File: src/rtl/uart_tx_engine.sv
// uart_tx_engine: UART transmit serializer with a one-entry holding register
// (THR) in front of the shift register, so the next byte can be queued while
// the current frame is on the line.
// Optional feature: define UART_TX_BREAK_EN to add brk_i, which forces txd_o
// low while the frame machinery keeps running underneath.
module uart_tx_engine #(
  parameter int OVERSAMPLE = 16,
  parameter int TICK_CNT_W = 4
) (
  input  logic       clk,
  input  logic       reset_n,
  input  logic       baud_tick_i,
  input  logic [7:0] tdr_i,
  input  logic       tdr_wr_i,
  input  logic [4:0] lcr_i,
  output logic       txd_o,
  output logic       thr_empty_o,
  output logic       tx_empty_o,
  output logic       tx_done_o,
  output logic       thr_ovr_o,
  input  logic       ovr_clr_i
`ifdef UART_TX_BREAK_EN
  ,
  input  logic       brk_i
`endif
);

  typedef enum logic [2:0] {
    S_IDLE   = 3'd0,
    S_START  = 3'd1,
    S_DATA   = 3'd2,
    S_PARITY = 3'd3,
    S_STOP   = 3'd4
  } state_t;

  state_t                r_state;
  state_t                w_state_nxt;
  logic [7:0]            r_thr;
  logic                  r_thr_full;
  logic [7:0]            r_shift;
  logic [3:0]            r_lcr;      // frame format snapshot: [1:0] len, [2] 2 stop, [3] parity en
  logic                  r_par;      // parity bit precomputed at load
  logic [TICK_CNT_W-1:0] r_tick;
  logic [2:0]            r_bitcnt;
  logic                  r_stopcnt;
  logic                  r_done;
  logic                  r_ovr;
  logic                  r_tx_empty;
  logic                  w_wrap;
  logic                  w_last_bit;
  logic                  w_load;
  logic                  w_done;
  logic                  w_fsm_txd;
  logic                  w_accept;
  logic                  w_thr_full_nxt;
  logic [7:0]            w_mask;
  logic                  w_par_calc;

  assign w_wrap     = baud_tick_i && (r_tick == TICK_CNT_W'(OVERSAMPLE - 1));
  assign w_last_bit = (r_bitcnt == (3'd4 + {1'b0, r_lcr[1:0]}));

  // Parity over the N active data bits; lcr[4]=1 selects even parity.
  assign w_mask     = 8'hFF >> (2'd3 - lcr_i[1:0]);
  assign w_par_calc = (^(r_thr & w_mask)) ^ ~lcr_i[4];

  // A write is taken whenever THR is empty or is being emptied this very cycle.
  assign w_accept       = tdr_wr_i && (!r_thr_full || w_load);
  assign w_thr_full_nxt = w_accept || (r_thr_full && !w_load);

  // FSM state register.
  always_ff @(posedge clk or negedge reset_n) begin
    if (!reset_n) r_state <= S_IDLE;
    else          r_state <= w_state_nxt;
  end

  // Next-state, THR-load strobe, frame-done strobe and line level.
  always_comb begin
    w_state_nxt = r_state;
    w_load      = 1'b0;
    w_done      = 1'b0;
    w_fsm_txd   = 1'b1;
    case (r_state)
      S_IDLE: begin
        if (r_thr_full) begin
          w_load      = 1'b1;
          w_state_nxt = S_START;
        end
      end
      S_START: begin
        w_fsm_txd = 1'b0;
        if (w_wrap) w_state_nxt = S_DATA;
      end
      S_DATA: begin
        w_fsm_txd = r_shift[0];
        if (w_wrap && w_last_bit) w_state_nxt = r_lcr[3] ? S_PARITY : S_STOP;
      end
      S_PARITY: begin
        w_fsm_txd = r_par;
        if (w_wrap) w_state_nxt = S_STOP;
      end
      S_STOP: begin
        w_fsm_txd = 1'b1;
        if (w_wrap && (!r_lcr[2] || r_stopcnt)) begin
          w_done = 1'b1;
          if (r_thr_full) begin
            w_load      = 1'b1;
            w_state_nxt = S_START;
          end else begin
            w_state_nxt = S_IDLE;
          end
        end
      end
      default: w_state_nxt = S_IDLE;
    endcase
  end

  // Control registers: tick/bit/stop counters, THR flag, status bits.
  always_ff @(posedge clk or negedge reset_n) begin
    if (!reset_n) begin
      r_tick     <= '0;
      r_bitcnt   <= '0;
      r_stopcnt  <= 1'b0;
      r_thr_full <= 1'b0;
      r_done     <= 1'b0;
      r_ovr      <= 1'b0;
      r_tx_empty <= 1'b1;
    end else begin
      if (w_state_nxt != r_state)                 r_tick <= '0;
      else if (r_state != S_IDLE && baud_tick_i)  r_tick <= r_tick + TICK_CNT_W'(1);

      if (r_state != S_DATA) r_bitcnt <= '0;
      else if (w_wrap)       r_bitcnt <= r_bitcnt + 3'd1;

      if (r_state != S_STOP) r_stopcnt <= 1'b0;
      else if (w_wrap)       r_stopcnt <= 1'b1;

      r_thr_full <= w_thr_full_nxt;
      r_done     <= w_done;
      r_tx_empty <= !w_thr_full_nxt && (w_state_nxt == S_IDLE);

      if (tdr_wr_i && r_thr_full && !w_load) r_ovr <= 1'b1;
      else if (ovr_clr_i)                    r_ovr <= 1'b0;
    end
  end

  // Data registers: THR capture, shifter load/shift and frame-format snapshot.
  always_ff @(posedge clk) begin
    if (w_accept) r_thr <= tdr_i;
    if (w_load) begin
      r_shift <= r_thr;
      r_lcr   <= lcr_i[3:0];
      r_par   <= w_par_calc;
    end else if (r_state == S_DATA && w_wrap) begin
      r_shift <= r_shift >> 1;
    end
  end

`ifdef UART_TX_BREAK_EN
  logic r_brk;

  // Registered break request; gates the line low without touching the FSM.
  always_ff @(posedge clk or negedge reset_n) begin
    if (!reset_n) r_brk <= 1'b0;
    else          r_brk <= brk_i;
  end

  assign txd_o = w_fsm_txd & ~r_brk;
`else
  assign txd_o = w_fsm_txd;
`endif

  assign thr_empty_o = !r_thr_full;
  assign tx_empty_o  = r_tx_empty;
  assign tx_done_o   = r_done;
  assign thr_ovr_o   = r_ovr;

endmodule
File: config.mk
export PLATFORM = sky130hd
export DESIGN_NAME = uart_tx_engine
export DESIGN_NICKNAME = d
export VERILOG_FILES = /design/src/rtl/uart_tx_engine.sv
export SDC_FILE = /design/constraint.sdc
export NUM_CORES = 1
export LEC_CHECK = 0
export CORE_ASPECT_RATIO = 0.6
export CORE_UTILIZATION = 50
export CTS_BUF_LIST = sky130_fd_sc_hd__clkbuf_8
export DETAILED_ROUTE_END_ITERATION = 10
export PLACE_DENSITY = 0.79
export SYNTH_ARGS = -nofsm -noshare
export SYNTH_HDL_FRONTEND = slang
export SYNTH_SLANG_ARGS = --single-unit
File: constraint.sdc
create_clock -name clk -period 2.02 [get_ports clk]
set_clock_uncertainty 0.1 [all_clocks]
set_input_delay 0.303 -clock clk [delete_from_list [all_inputs] [get_ports clk]]
set_output_delay 0.303 -clock clk [all_outputs]
set_load 0.01 [all_outputs]
==> flow_metrics.tcl <==
# metrics dict for downstream scripts
set metrics [dict create \
    buffer_area_share_pct 14.57 \
    place_ws_ps -171.0 \
    cp.arrival_ps 1820 \
    ys_cells 127 \
    syn_inst 127 \
    cts_buffers 5 \
    compound_area_share_pct 7.473 \
    fin_ws_ps 93.14 \
    comb_power_share_pct 28.5 \
    multi_input_comb_cells 82 \
    routed_wl_um 3316 \
    ys_area_mm2 0.001708 \
    comb_area_share_pct 30.61 \
    design_area_mm2 0.002130 \
    detail-route-antenna-nets 0 \
    tightest_slew_ps 714.9 \
    clk_pin_slew_ps 70 \
    swShare_pct 30.03 \
    max_freq_mhz 519.0 \
    tool_warnings 26 \
    clk_latency_ps 280 \
    grt_max_degree 16 \
    p_leak_nw 0.8406 \
    syn_to_final_growth_pct 24.69 \
    power_frac_seq_pct 49.0 \
    vdd_drop_max_uv 560.6 \
    dr_total_vias 1100 \
    critical_path_depth 6 \
    ys_seq_share_pct 58.97 \
    ys_ff 36 \
    grt_usage_pct 19.47 \
    crit_fanout 6 \
    clkPwrFrac_pct 22.4 \
    avgSynthCellArea_um2 13.45 \
    gp_congestion 0.8566 \
    cts_max_level 2 \
    rows 16 \
    fp_util_pct 52.34 \
    maxSlewViolCount 0 \
    firstDrtPassIters 4 \
    place_inst 200 \
    rr_endpoint "r_shift[7]" \
    yosys.area_share.adder_pct 1.465 \
    nets 183 \
    drt_first_iter_violations 76 \
    outcome "finished, final reports clean" \
    max_cap_viol_count 0 \
    critical-path-max-stage-delay_ps 380 \
    drive_above_1_share_pct 22.56 \
    die_area_mm2 0.003661 \
    synthFlopType "edfxtp_1" \
    antenna_found_initial 0 \
    postPlaceCellArea_mm2 0.002028 \
    p_int_mw 1.451 \
    finalClockPeriodUsage_pct 95.39 \
    grt_overflow 0 \
    cp_cell_sequence "ha_2 > nand4_4 > o21ai_2 > and3_4 > o21bai_1 > buf_4" \
    end_kind "flip-flop" \
    seq_cells 36 \
    vias_per_cell 5.263 \
    hold_viol 0 \
    xor_share_pct 7.692 \
    slowest_stage "dfrtp_1" \
    syn-cell-area_mm2 0.001708 \
    clockBufferDepth 2 \
    logic_area_um2 651.9 \
    ff_latch_area_mm2 0.001008 \
    crit_type "reg -> reg" \
    n_clock_buffer 5 \
    finalSetupViolCount 0 \
    syn_nets 147 \
    final_cell_mix "clkdlybuf4s50_1 (21), edfxtp_1 (21), dfrtp_1 (13)" \
    diodes 0 \
    synth.largest_area_cell "edfxtp_1" \
    worstRegToRegCells 6 \
    inverters 6 \
    endpoint "r_shift[7]" \
    ys_top_logic_family "simple AND/OR/NAND/NOR gates" \
    yosys_warnings 0 \
    grt_pass1_wl_um 4905 \
    top_cell_area_share_pct 36.92 \
    power_density_mw_per_mm2 973.5 \
    cts_tree "built" \
]
[Yosys cell counts, types with 2 or more instances]
| master | n |
|---|---|
| inv_1 | 6 |
| a21oi_1 | 2 |
| o21ai_0 | 2 |
| nand2_1 | 12 |
| nor3_1 | 5 |
| dfrtp_1 | 14 |
| edfxtp_1 | 21 |
| mux2_4 | 6 |
| nand2b_1 | 3 |
| a31oi_1 | 2 |
| xnor2_1 | 12 |
| xor2_1 | 3 |
| nor2_1 | 5 |
| mux2i_1 | 2 |
| ha_1 | 2 |
[metrics by stage]
stage | hold slack, ps | setup TNS [ps] | total power [mW] | utilization (%)
6_report | 347.9 | 0 | 2.073 | 65.26
5_1_grt | 395.1 | 0 | 2.173 | 65.26
4_1_cts | 362.8 | 0 | 2.071 | 64.88
3_5_place_dp | 408.3 | -2832 | 1.593 | 62.15
3_3_place_gp | 401.9 | -2123 | 1.556 | 62.15
2_1_floorplan | -92.59 | 0 | 1.388 | -
[metal layers]
metal | wire length [um] | global-route usage (%)
met4 | 14 | 6.792
met5 | 0 | 0
met1 | 1604 | 25.83
met2 | 1509 | 30.44
met3 | 187 | 6.990
[power by group through the flow]
stage,clock network (mW),logic (mW),registers [mW]
global route,0.508,0.642,1.02
global placement,0,0.545,1.01
detailed placement,0,0.576,1.02
CTS,0.475,0.585,1.01
floorplan,0,0.396,0.992
finish,0.465,0.591,1.02
[worst register-to-register path, cell delays in order (launching register included)]
cell and delay (ps):
dfrtp_1 380, ha_2 230, nand4_4 110, o21ai_2 200, and3_4 280, o21bai_1 160, buf_4 170
[state kept, by name, indices dropped and copies added (netlist names)]
name,count
r_par,1
r_stopcnt,1
thr_ovr_o,1
r_state,3
r_thr_full,1
r_bitcnt,3
tx_done_o,1
r_shift,8
r_lcr,4
tx_empty_o,1
r_thr,8
r_tick,4
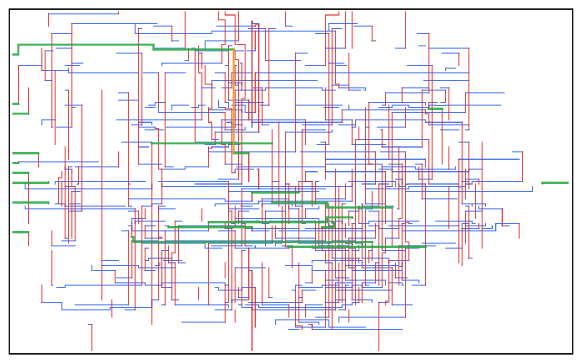
wires.png
Red shows metal 2, wire length 1510 um. Orange shows metal 4, wire length 14.3 um. Green shows metal 3, wire length 188 um. Blue shows metal 1, wire length 1600 um.

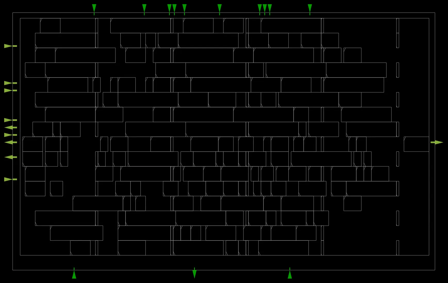
placement.png
final core occ: 65.26%
Post-Layout Cell Count: 209
fillers: 235
tap cells: 45

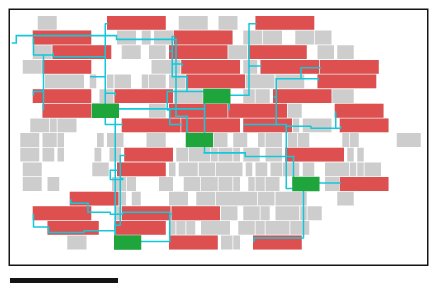
clk_routes.png
Bar = 20 um.
Red shows flip-flops, count 36. Green shows clock drivers, count 5. Cyan shows clock wires, length 412 um.
Position of the flops: spread over the die. There are 6 routed clock nets.

Power figures rest on the tool's default switching activity, not on a simulated workload.
